$ cat src/rtl/and4_result_checker_pkg.sv
// Shared definitions for the Bitwise_And4 result checker family.
package and4_result_checker_pkg;

  typedef enum logic [1:0] {
    VERDICT_IDLE = 2'b00,
    VERDICT_PASS = 2'b01,
    VERDICT_FAIL = 2'b10
  } verdict_t;

  localparam int DEFAULT_WIDTH = 4;
  localparam int LAT_MAX       = 7;

endpackage

$ cat src/rtl/and4_delay_line.sv
// Valid+data shift register of STAGES depth; STAGES=0 is a combinational bypass.
module and4_delay_line
  import and4_result_checker_pkg::*;
#(
  parameter int DATA_W = 3 * DEFAULT_WIDTH,
  parameter int STAGES = 1
) (
  input  logic              clk,
  input  logic              rst,
  input  logic              flush,
  input  logic              in_vld,
  input  logic [DATA_W-1:0] in_data,
  output logic              out_vld,
  output logic [DATA_W-1:0] out_data
);

  if (STAGES == 0) begin : g_bypass
    logic unused_ctrl;
    assign unused_ctrl = ^{clk, rst, flush};
    assign out_vld     = in_vld;
    assign out_data    = in_data;
  end else begin : g_shift
    logic [STAGES-1:0] vld_p;
    logic [DATA_W-1:0] data_p [STAGES];

    // Only the valid bits carry state that matters; stale data is never qualified.
    always_ff @(posedge clk or posedge rst) begin
      if (rst) begin
        vld_p <= '0;
      end else if (flush) begin
        vld_p <= '0;
      end else begin
        vld_p[0] <= in_vld;
        for (int i = 1; i < STAGES; i++) vld_p[i] <= vld_p[i-1];
      end
    end

    always_ff @(posedge clk) begin
      data_p[0] <= in_data;
      for (int i = 1; i < STAGES; i++) data_p[i] <= data_p[i-1];
    end

    assign out_vld  = vld_p[STAGES-1];
    assign out_data = data_p[STAGES-1];
  end

endmodule

$ cat config.mk
export PLATFORM = sky130hd
export DESIGN_NAME = and4_delay_line
export DESIGN_NICKNAME = d
export VERILOG_FILES = /design/src/rtl/and4_result_checker_pkg.sv /design/src/rtl/and4_delay_line.sv
export SDC_FILE = /design/constraint.sdc
export NUM_CORES = 1
export LEC_CHECK = 0
export ABC_AREA = 1
export CAP_MARGIN = 5
export CORE_AREA = 2 2 39 41
export CTS_BUF_LIST = sky130_fd_sc_hd__clkbuf_2
export DETAILED_ROUTE_END_ITERATION = 6
export DIE_AREA = 0 0 41 43
export PLACE_DENSITY = 0.68
export SLEW_MARGIN = 20
export SYNTH_ARGS = -nofsm -noshare
export SYNTH_HDL_FRONTEND = slang
export SYNTH_SLANG_ARGS = --single-unit
$ cat constraint.sdc
create_clock -name clk -period 0.8 [get_ports clk]
set_input_delay 0.16 -clock clk [delete_from_list [all_inputs] [get_ports clk]]
set_output_delay 0.16 -clock clk [all_outputs]
set_load 0.005 [all_outputs]
run_1/cell_classes.png
Scale bar: 10 um.
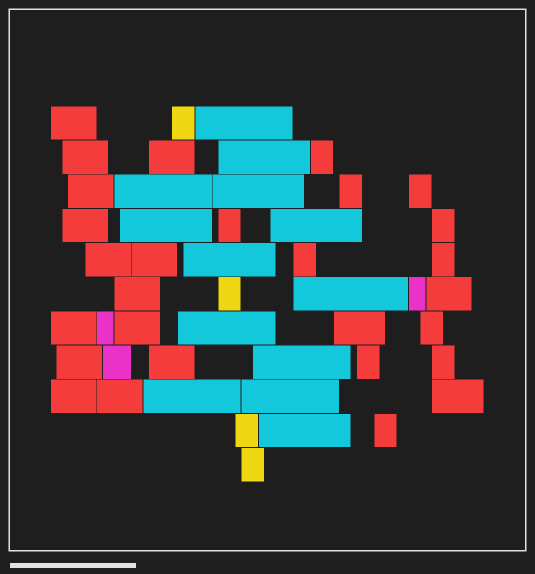
- all other logic: magenta (cells 3)
- flip-flops: cyan (cells 13)
- clock drivers and dummy loads: yellow (cells 4)
- other buffers and delay cells: red (cells 28)
site row count: 14
flop share of the area: 0.492
core area: 1380 um^2
Final Cell Area: 554 um^2
final core occ: 0.401

run_1/clock_map.png
Scale bar: 10 um.
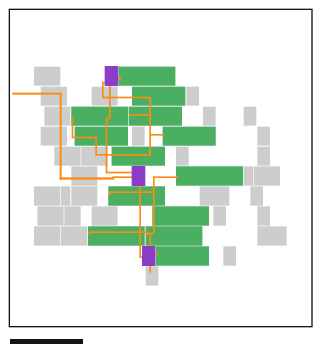
- flip-flops: green (count 13)
- cells driving clock nets: purple (count 3)
- clock wires: orange (length 130 um)
- routed clock nets: 4
clock-net power: 314 uW
Clk pwr share: 0.278

run_1/met1.png
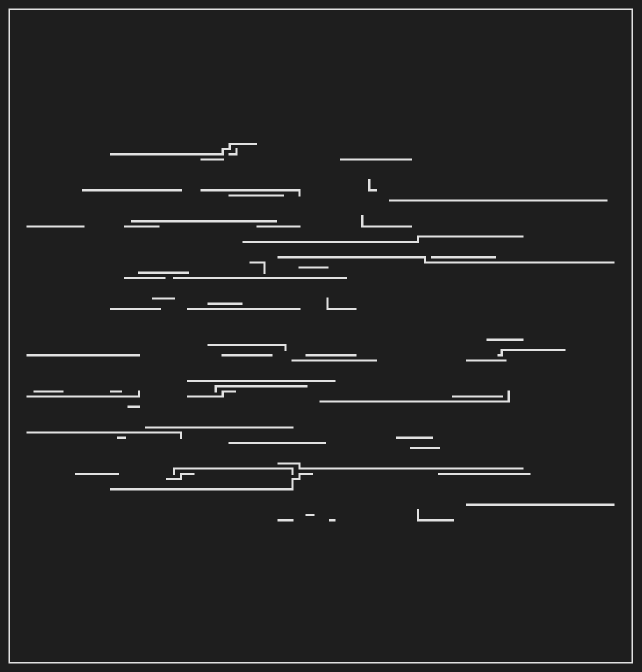
- wire length on this layer: 330 um
- nets with wire on the layer: 47
- share of all routed wire: 51%
- longest straight run: 14.7 um
- main direction: horizontal
drt total wl: 644 um
vias after detailed routing: 218
met1 usage: 0.132

==> impl_metrics.yaml, run 1 <==
# generated from flow reports
sta:
  tightest_slew_ps: 107
  max_freq_mhz: 1110
  finalSetupViolCount: 13
  fin_ws_ps: -98.8
  drv_slew: 0
  maxSlewHeadroom: 0.929
  post-route-min-period_ps: 899
clock_tree:
  cts_tree: "yes"
  clockBufferDepth: 2
  cts_root_buf: "clkbuf_2"
  h-tree-depth: 1
  cts_buffers: 3
cells_and_area:
  drive_gt1_frac: 0.500
  comb_cells: 1
  final_cell_mix: "15 x clkdlybuf4s50_1, 11 x buf_2, 6 x dfxtp_1, 6 x dfxtp_2, 4 x clkbuf_2"
  num_antenna_cells: 0
  largest-register: "g_shift.data_p"
  stdcell_count: 64
synth:
  adder_share: 0
  synth_top_cell_by_count: "dfxtp_1"
  synthDistinctLibCells: 4
  synth_seq_share: 0.951
  synth_top_flop_cell: "dfxtp_1"
  synth-edff-count: 0
  async_reset_ff_frac: 0.0769
worst_setup_path:
  crit_path_top_delay_cell: "dfrtp_1"
  critPathMaxStageDelay_ps: 370
  worstPathCellList: "buf_2"
  worst-path-stages: 1
  worstPathRequired_ps: 640
  cp.arrival_ps: 740
  crit_family: "flip-flops"
  cp-startpoint: "out_vld$_DFF_PP0_"
placed_design:
  dp.cells: 60
  gp_congestion: 0.631
routing:
  drc: 0
  drt_iter0_markers: 0
  met2WireLength_um: 152
run_status:
  outcome: "finished with violations"
  violations: "setup timing"
die:
  num_io_pins: 29
  die_w_um: 41
power_and_ir_drop:
  comb_power_uw: 122
  power_switching_share: 0.195
  power.group.top: "registers"
  p_int_uw: 910
worst_hold_path:
  hp-class: "input pin to asynchronous set/reset pin"
grt:
  grt_use_total: 0.0870
run_1/pdn.png
Pins as bars on the die edge. Tap cells in gray.
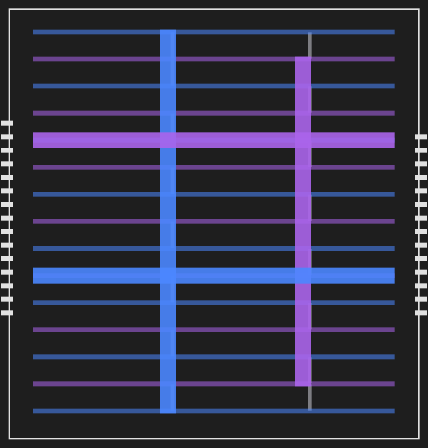

## Run 2: what changed since run 1
--- a/config.mk
+++ b/config.mk
@@ -7,11 +7,14 @@
 export LEC_CHECK = 0
 export ABC_AREA = 1
 export CAP_MARGIN = 5
-export CORE_AREA = 2 2 39 41
+export CELL_PAD_IN_SITES_DETAIL_PLACEMENT = 0
+export CELL_PAD_IN_SITES_GLOBAL_PLACEMENT = 1
+export CORE_AREA = 2 2 42 44
 export CTS_BUF_LIST = sky130_fd_sc_hd__clkbuf_2
 export DETAILED_ROUTE_END_ITERATION = 6
-export DIE_AREA = 0 0 41 43
-export PLACE_DENSITY = 0.68
+export DIE_AREA = 0 0 44 46
+export GPL_TIMING_DRIVEN = 0
+export PLACE_DENSITY = 0.78
 export SLEW_MARGIN = 20
 export SYNTH_ARGS = -nofsm -noshare
 export SYNTH_HDL_FRONTEND = slang
==> constraint.sdc (replaced) <==
create_clock -name clk -period 0.96 [get_ports clk]
set_input_delay 0.192 -clock clk [delete_from_list [all_inputs] [get_ports clk]]
set_output_delay 0.192 -clock clk [all_outputs]
set_load 0.005 [all_outputs]
run_2/pdn.png
Pins as bars on the die edge. Tap cells in gray.
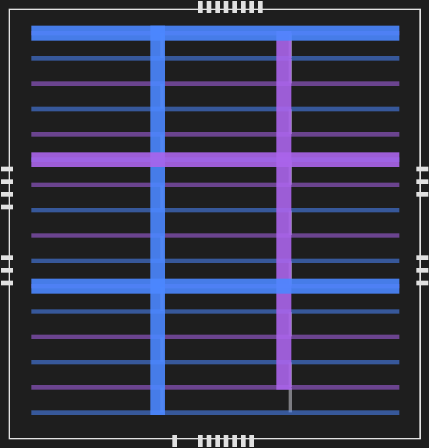
- VDD: purple
- VSS: blue
- tap cells: 17
- rows: 15
Peak VDD IR: 0.709 mV
core area: 1610 um^2

==> run 2 against run 1 <==
Against the previous run:
- the flow now finishes without violations
- clock power decreased by 13%
- synthesized cell count unchanged
- routed wire length decreased by 16%
- final cell count increased by 1.6%
- sequential share of layout area increased by 0.32 points
- critical endpoint unchanged
- largest power group unchanged
==> impl_metrics.yaml, run 2 <==
# generated from flow reports
synth:
  synthDistinctLibCells: 4
  synth_top_cell_by_count: "dfxtp_1"
  async_reset_ff_frac: 0.0769
  adder_share: 0
  synth_top_flop_cell: "dfxtp_1"
  synth-edff-count: 0
routing:
  route.vias.total: 205
  drt_iter0_markers: 0
  drc: 0
power_and_ir_drop:
  power_switching_share: 0.202
  comb_power_uw: 94.1
  p_int_uw: 751
worst_setup_path:
  crit_family: "flip-flops"
  cp-startpoint: "out_vld$_DFF_PP0_"
  worstPathCellList: "buf_2"
  critPathMaxStageDelay_ps: 370
  worst-path-stages: 1
  cp.arrival_ps: 740
sta:
  fin_ws_ps: 23.7
  post-route-min-period_ps: 936
  finalSetupViolCount: 0
clock_tree:
  clockBufferDepth: 2
  h-tree-depth: 1
  cts_tree: "yes"
  cts_root_buf: "clkbuf_2"
placed_design:
  gp_congestion: 0.555
grt:
  met1_usage: 0.0408
  grt_use_total: 0.0571
cells_and_area:
  final_cell_mix: "15 x clkdlybuf4s50_1, 13 x buf_2, 12 x dfxtp_1"
  largest-register: "g_shift.data_p"
  seq_share: 0.495
  utilization: 0.332
run_status:
  outcome: "completed"
die:
  die_w_um: 44
run_2/final_clocks.png
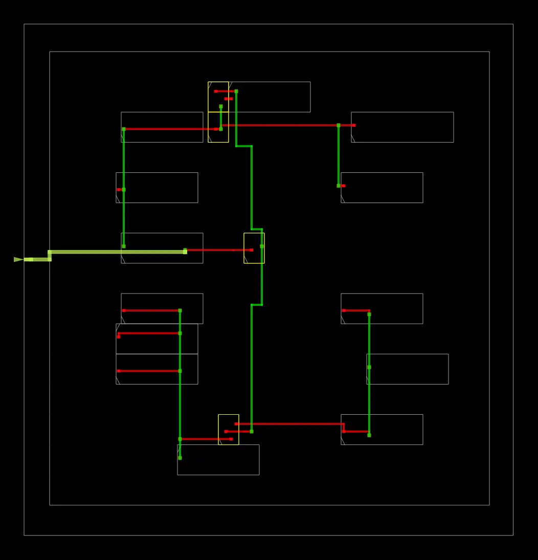
clock-net power: 273 uW
Num CTS Buffers: 3
clock buffer count: 4
flop count: 13
Sink Count: 13

run_2/clock_map.png
Scale bar: 10 um.
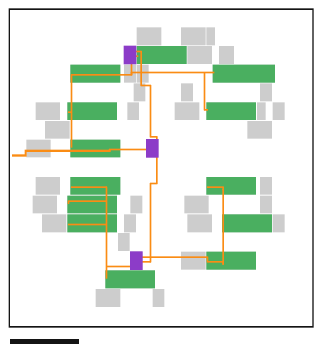

## Run 3: what changed since run 2
--- a/config.mk
+++ b/config.mk
@@ -9,10 +9,10 @@
 export CAP_MARGIN = 5
 export CELL_PAD_IN_SITES_DETAIL_PLACEMENT = 0
 export CELL_PAD_IN_SITES_GLOBAL_PLACEMENT = 1
-export CORE_AREA = 2 2 42 44
+export CORE_AREA = 10 10 50 52
 export CTS_BUF_LIST = sky130_fd_sc_hd__clkbuf_2
 export DETAILED_ROUTE_END_ITERATION = 6
-export DIE_AREA = 0 0 44 46
+export DIE_AREA = 0 0 60 62
 export GPL_TIMING_DRIVEN = 0
 export PLACE_DENSITY = 0.78
 export SLEW_MARGIN = 20
run_3/clock_map.png
Scale bar: 20 um.
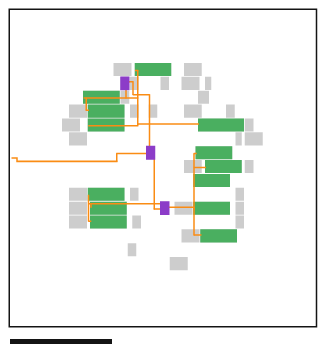
- flip-flops: green (count 13)
- clock wires: orange (length 158 um)
- cells driving clock nets: purple (count 3)
- flops lie: center
- routed clock nets: 4
Clk pwr share: 0.282
clock-net power: 263 uW

==> run 3 against run 2 <==
Against the previous run:
- clock power is 4% lower
- non-clock buffer count is the same
- via count rose by 2.0%
- maximum frequency down 0.56%
- hold slack got worse by 2.7 ps
==> impl_metrics.yaml, run 3 <==
# generated from flow reports
cells_and_area:
  num_antenna_cells: 0
  stdcell_count: 65
  clkbuf_count: 3
  final_cell_mix: "15 x clkdlybuf4s50_1, 13 x buf_2, 12 x dfxtp_1"
  utilization: 0.332
  largest-register: "g_shift.data_p"
  sequential_cell_total: 13
worst_setup_path:
  critPathMaxStageDelay_ps: 370
  crit_family: "flip-flops"
  worst-path-stages: 1
  cp.arrival_ps: 750
  worstPathRequired_ps: 770
run_status:
  outcome: "completed"
routing:
  drt_iter0_markers: 3
  met2WireLength_um: 440
  wirelength_um: 791
die:
  coreArea_um2: 1610
  rows: 15
  num_io_pins: 29
placed_design:
  gp_congestion: 0.598
clock_tree:
  h-tree-depth: 1
  cts.sinks: 13
synth:
  synth_seq_share: 0.951
  synth_top_cell_by_count: "dfxtp_1"
  synth_top_flop_cell: "dfxtp_1"
sta:
  drv_slew: 0
  fin_ws_ps: 18.4
  tightest_slew_ps: 122
  max_freq_mhz: 1060
power_and_ir_drop:
  power_switching_share: 0.213
  irDropWorstVdd_mv: 0.687
  comb_power_uw: 97.3
run_3/pdn.png
Pins as bars on the die edge. Tap cells in gray.
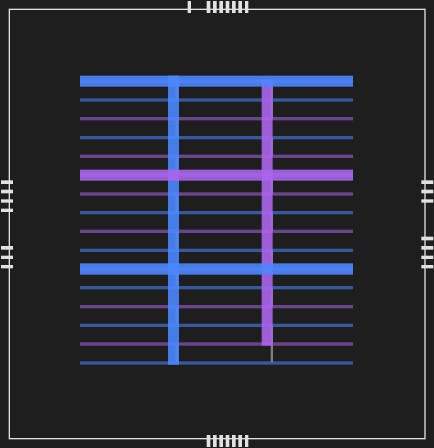
- VDD: purple
- VSS: blue
- tap cells: 17
- rows: 15
- met1 rails: 16
- signal pins: 29
- met5 straps: 3
chip width: 60 um
die height: 62 um

Power is estimated from default activity; no workload was simulated.
